**src/rtl/dr_tx_hs_if.sv**
```systemverilog
// Bundle between the synchronous producer, the dual-rail transmitter and the async receiver.
// in/in_vld/in_rdy: valid/ready; a word moves on a clk edge where in_vld && in_rdy, and in must hold while in_vld is high and in_rdy is low.
interface dr_tx_hs_if #(
    parameter int N = 16
) ();
    logic [N-1:0]   in;
    logic           in_vld;
    logic           in_rdy;
    logic [2*N-1:0] out;
    logic           ack;

    modport master (
        output in, in_vld, ack,
        input  in_rdy, out
    );

    modport slave (
        input  in, in_vld, ack,
        output in_rdy, out
    );
endinterface

```
**src/rtl/dr_tx_hs.sv**
```systemverilog
// Sync-to-dual-rail transmitter: a word FIFO drained by a 4-phase RTZ sender.
// Every codeword is followed by an all-zero spacer before the next one is driven.
module dr_tx_hs #(
    parameter int N           = 16,
    parameter int DEPTH       = 4,
    parameter int SYNC_STAGES = 2
) (
    input  logic                         clk,
    input  logic                         rst_n,
    dr_tx_hs_if.slave                    bus,
    output logic [$clog2(DEPTH+1)-1:0]   count,
    output logic                         busy,
    output logic                         err,
    output logic [1:0]                   state_dbg
);
    localparam int PW = $clog2(DEPTH);
    localparam int CW = $clog2(DEPTH+1);

    typedef enum logic [1:0] {IDLE = 2'd0, DATA = 2'd1, RTZ = 2'd2} state_e;

    state_e                   state_q, state_d;
    logic [2*N-1:0]           out_q, out_d;
    logic                     err_q, err_d;
    logic [CW-1:0]            count_q, count_d;
    logic [PW-1:0]            wr_ptr_q, wr_ptr_d;
    logic [PW-1:0]            rd_ptr_q, rd_ptr_d;
    logic [SYNC_STAGES-1:0]   sync_q, sync_d;
    logic [N-1:0]             mem_q [DEPTH];
    logic                     push, pop, ack_s, non_empty;

    function automatic logic [2*N-1:0] encode(input logic [N-1:0] w);
        logic [2*N-1:0] r;
        r = '0;
        for (int i = 0; i < N; i++) begin
            r[2*i]   = ~w[i];
            r[2*i+1] = w[i];
        end
        return r;
    endfunction

    assign sync_d     = {sync_q[SYNC_STAGES-2:0], bus.ack};
    assign ack_s      = sync_q[SYNC_STAGES-1];
    assign non_empty  = (count_q != '0);
    assign bus.in_rdy = (count_q < CW'(DEPTH));
    assign push       = bus.in_vld && bus.in_rdy;

    // Pointers wrap on their own because DEPTH is a power of two.
    always_comb begin
        wr_ptr_d = wr_ptr_q;
        rd_ptr_d = rd_ptr_q;
        count_d  = count_q;
        if (push) wr_ptr_d = wr_ptr_q + PW'(1);
        if (pop)  rd_ptr_d = rd_ptr_q + PW'(1);
        if (push && !pop)      count_d = count_q + CW'(1);
        else if (!push && pop) count_d = count_q - CW'(1);
    end

    always_comb begin
        state_d = state_q;
        out_d   = out_q;
        err_d   = err_q;
        pop     = 1'b0;
        unique case (state_q)
            IDLE: begin
                if (ack_s) begin
                    err_d = 1'b1;
                end else if (non_empty) begin
                    out_d   = encode(mem_q[rd_ptr_q]);
                    pop     = 1'b1;
                    state_d = DATA;
                end
            end
            DATA: begin
                if (ack_s) begin
                    out_d   = '0;
                    state_d = RTZ;
                end
            end
            RTZ: begin
                if (!ack_s) begin
                    if (non_empty) begin
                        out_d   = encode(mem_q[rd_ptr_q]);
                        pop     = 1'b1;
                        state_d = DATA;
                    end else begin
                        state_d = IDLE;
                    end
                end
            end
            default: begin
                out_d   = '0;
                state_d = IDLE;
            end
        endcase
    end

    always_ff @(posedge clk or negedge rst_n) begin
        if (!rst_n) begin
            state_q  <= IDLE;
            out_q    <= '0;
            err_q    <= 1'b0;
            count_q  <= '0;
            wr_ptr_q <= '0;
            rd_ptr_q <= '0;
            sync_q   <= '0;
        end else begin
            state_q  <= state_d;
            out_q    <= out_d;
            err_q    <= err_d;
            count_q  <= count_d;
            wr_ptr_q <= wr_ptr_d;
            rd_ptr_q <= rd_ptr_d;
            sync_q   <= sync_d;
        end
    end

    // Storage needs no reset: count and pointers decide what is valid.
    always_ff @(posedge clk) begin
        if (push) mem_q[wr_ptr_q] <= bus.in;
    end

    assign bus.out   = out_q;
    assign count     = count_q;
    assign busy      = (state_q != IDLE);
    assign err       = err_q;
    assign state_dbg = state_q;
endmodule

```
**src/flat_wrapper.sv**
```systemverilog
// flat-port wrapper written by rule: the top's interface ports become plain ports
module dr_tx_hs_flat 
#(
    parameter int N           = 16,
    parameter int DEPTH       = 4,
    parameter int SYNC_STAGES = 2
)
  (clk, rst_n, count, busy, err, state_dbg, bus_in, bus_in_vld, bus_ack, bus_in_rdy, bus_out);
  dr_tx_hs_if #(.N(N)) bus_i ();
  input  logic clk;
  input  logic rst_n;
  output logic [$clog2(DEPTH+1)-1:0] count;
  output logic busy;
  output logic err;
  output logic [1:0] state_dbg;
  input wire logic [$bits(bus_i.in)-1:0] bus_in;
  input wire logic [$bits(bus_i.in_vld)-1:0] bus_in_vld;
  input wire logic [$bits(bus_i.ack)-1:0] bus_ack;
  output wire logic [$bits(bus_i.in_rdy)-1:0] bus_in_rdy;
  output wire logic [$bits(bus_i.out)-1:0] bus_out;
  assign bus_i.in = bus_in;
  assign bus_i.in_vld = bus_in_vld;
  assign bus_i.ack = bus_ack;
  assign bus_in_rdy = bus_i.in_rdy;
  assign bus_out = bus_i.out;
  dr_tx_hs #(.N(N), .DEPTH(DEPTH), .SYNC_STAGES(SYNC_STAGES)) u_core (.clk(clk), .rst_n(rst_n), .bus(bus_i), .count(count), .busy(busy), .err(err), .state_dbg(state_dbg));
endmodule
```
**config.mk**
```make
export PLATFORM = sky130hd
export DESIGN_NAME = dr_tx_hs_flat
export DESIGN_NICKNAME = d
export VERILOG_FILES = /design/src/rtl/dr_tx_hs_if.sv /design/src/rtl/dr_tx_hs.sv /design/src/flat_wrapper.sv
export SDC_FILE = /design/constraint.sdc
export NUM_CORES = 1
export LEC_CHECK = 0
export ABC_CLOCK_PERIOD_IN_PS = 6700
export CORE_MARGIN = 3
export CORE_UTILIZATION = 50
export CTS_BUF_LIST = sky130_fd_sc_hd__clkbuf_16
export CTS_CLUSTER_SIZE = 20
export DETAILED_ROUTE_END_ITERATION = 10
export PLACE_DENSITY = 0.78
export SYNTH_ARGS = -nofsm -noshare
export SYNTH_HDL_FRONTEND = slang
export SYNTH_SLANG_ARGS = --single-unit
export TNS_END_PERCENT = 100
```
**constraint.sdc**
```tcl
create_clock -name clk -period 6.7 [get_ports clk]
set_input_delay 2.01 -clock clk [delete_from_list [all_inputs] [get_ports clk]]
set_output_delay 2.01 -clock clk [all_outputs]
set_load 0.1 [all_outputs]
```
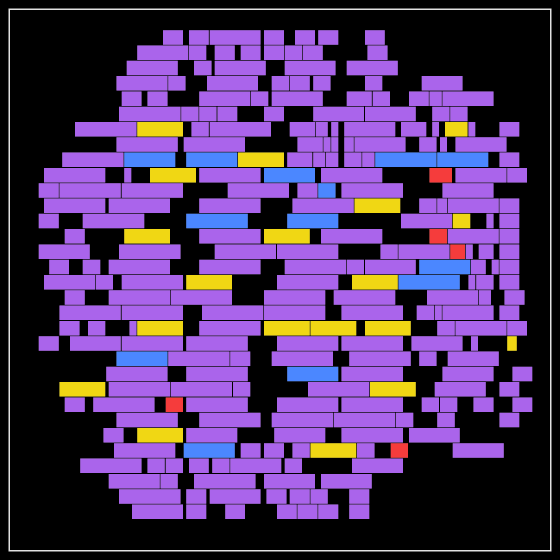
Run 1: cells by drive strength
| color | size | cells | share |
|---|---|---|---|
| purple | x1 and smaller | 235 | 86% |
| red | x3 and x4 | 5 | 1.8% |
| blue | x6 and larger | 13 | 4.8% |
| yellow | x2 | 19 | 7.0% |

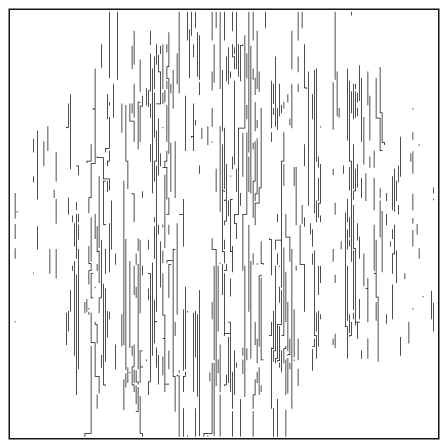
Run 1: met2 routing
main direction: vertical
share of all routed wire: 51%
wire length on this layer: 3730 um

==> flow_summary_export.csv, run 1 <==
group,metric,value,unit
detailed_routing,via_count,2051,
die,die-area,9216,um2
global_routing,grt_pass1_vias,2196,
die,rows,32,
worst_setup_path,worstPathArrival,2020,ps
cts,cts_made_buffers,9,
die,fp.dieH,96,um
final_timing,slew_headroom,0.2529,
status,status,"finished clean",
synth,area_leaders,"edfxtp_1 (47%), dfrtp_1 (27%), mux4_2 (8.9%)",
cts,htree_levels,3,
global_routing,antenna_found_initial,0,
layout,clock_buffers,9,
final_timing,fmax,248.0,MHz
worst_hold_path,worstHoldPathCells,0,
final_timing,setup_violations,0,
layout,nFillCells,561,
worst_setup_path,startpoint_type,"flip-flop",
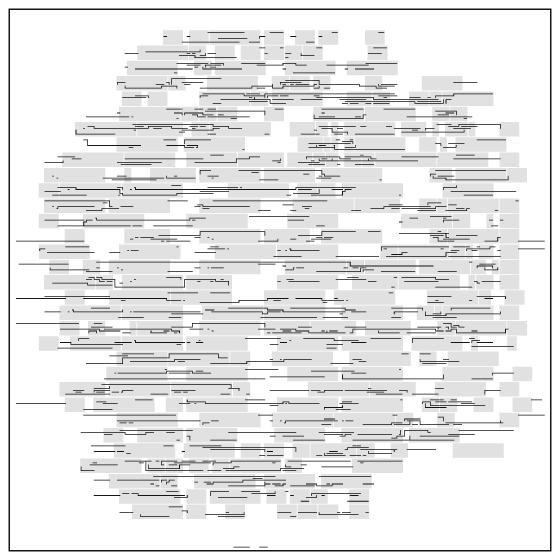
Run 1: the metal 1 layer
share of all routed wire: 42%
longest straight run: 45.1 um
main direction: horizontal
nets with wire on the layer: 264
wire length on this layer: 3090 um

==> run 1: through the flow <==
stage | std cells | setup WS [ps] | hold WS (ps)
after floorplan | 207 | 2956 | 331.2
after global placement | 358 | 2720 | 344.3
final | 374 | 2668 | 361.5
after CTS | 374 | 2651 | 361.5
after detailed placement | 358 | 2631 | 336.3
after global routing | 374 | 2586 | 373.2
==> run 1: worst max path at each step <==
stage                                   start                 end  slack (ps)  depth (start not counted)
after floorplan           u_core.state_dbg[1]                busy        2960                          2
after global placement             bus_in_vld     u_core.count[2]        2720                          8
after detailed placement           bus_in_vld  u_core.mem_q[2][6]        2630                          3
after CTS                 u_core.state_dbg[0]                busy        2650                          3
after global routing      u_core.state_dbg[0]                busy        2590                          3
final                     u_core.state_dbg[0]                busy        2670                          3
Run 1, cell density map:
The bar under the picture is 20 um long. 10 x 10 tiles, from dark blue (low) to red (high), 0 to 100% covered.
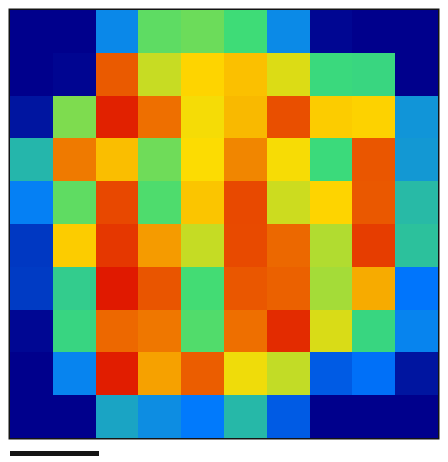

--- run 2 (diff from run 1) ---
--- a/config.mk
+++ b/config.mk
@@ -5,7 +5,7 @@
 export SDC_FILE = /design/constraint.sdc
 export NUM_CORES = 1
 export LEC_CHECK = 0
-export ABC_CLOCK_PERIOD_IN_PS = 6700
+export ABC_CLOCK_PERIOD_IN_PS = 3800
 export CORE_MARGIN = 3
 export CORE_UTILIZATION = 50
 export CTS_BUF_LIST = sky130_fd_sc_hd__clkbuf_16
==> constraint.sdc (replaced) <==
create_clock -name clk -period 3.8 [get_ports clk]
set_input_delay 1.14 -clock clk [delete_from_list [all_inputs] [get_ports clk]]
set_output_delay 1.14 -clock clk [all_outputs]
set_load 0.1 [all_outputs]
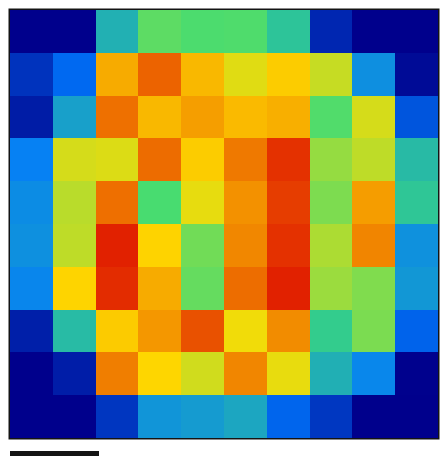
Run 2: cell density map
The bar under the picture is 20 um long. 10 x 10 tiles, from dark blue (low) to red (high), 0 to 100% covered.
tiles over 75% full: 34%
mean over tiles: 53%
densest ninth of the die: center

==> flow_summary_export.csv, run 2 <==
group,metric,value,unit
status,status,"finished clean",
global_routing,grtUsageMet2,0.2800,
worst_setup_path,worstPathArrival,3100,ps
placement,dp_slack,612.0,ps
die,rows,32,
worst_hold_path,worstHoldPathCells,0,
final_timing,setup_slack,960.9,ps
detailed_routing,via_count,2010,
synth,area_leaders,"edfxtp_1 (47%), dfrtp_1 (27%), mux4_2 (8.9%)",
global_routing,track_usage,0.1737,
worst_setup_path,required,4060,ps
final_timing,fmax,352.2,MHz
layout,layout.cells.non_filler,378,
layout,finalInstanceArea,4980,um2
placement,io_buffers,59,
final_timing,fin_skew,8.154,ps
final_timing,slew_headroom,0.2641,
synth,yosys-stat-cells,207,
layout,flop-count,108,
final_timing,fin_tns_setup,0,ps
worst_setup_path,crit_path_end,"u_core.count[2]",
placement,dpl_cell_area,4614,um2
worst_hold_path,hold_start,"u_core.sync_q[0]",
cts,htree_levels,3,
cts,clockRootBuffer,"clkbuf_16",
layout,nFillCells,534,
die,fp.dieH,96,um
layout,final_nets,297,
cts,cts_made_buffers,9,
global_routing,met1_usage,0.2407,
worst_setup_path,crit_start,"bus_in_vld",
worst_setup_path,startpoint_type,"input pin",
synth,syn_area,4050,um2
global_routing,grt_pass1_vias,2138,
synth,synth.cellmix.simpleShare,0.02193,
layout,clock_buffers,9,
job,cap_violations,0,
die,die-area,9216,um2
final_timing,hold_slack,372.5,ps
synth,synth_area_leader_cell,"edfxtp_1",
final_timing,setup_violations,0,
global_routing,grt_pass1_wl,11600,um
[run 2: cell counts after synthesis]
Identical to the previous run, type by type.
[run 2: worst max-delay path, delay by kind of cell]
| kind | cells | cell delay [ps] |
|---|---|---|
| fa+ha+maj | 2 | 640 |
| buf+inv | 2 | 510 |
| xor+xnor | 2 | 270 |
| simple gates | 2 | 530 |
[run 2: kinds of logic (layout without fill, tap and decap cells)]
family | Yosys count | in the layout
AND/OR/NAND/NOR | 16 | 16
buffers and inverters | 17 | 86
AND-OR/OR-AND | 36 | 36
XOR/XNOR | 7 | 7
multiplexers | 17 | 17
adder cells (fa/ha/maj) | 6 | 6
flip-flops | 108 | 108
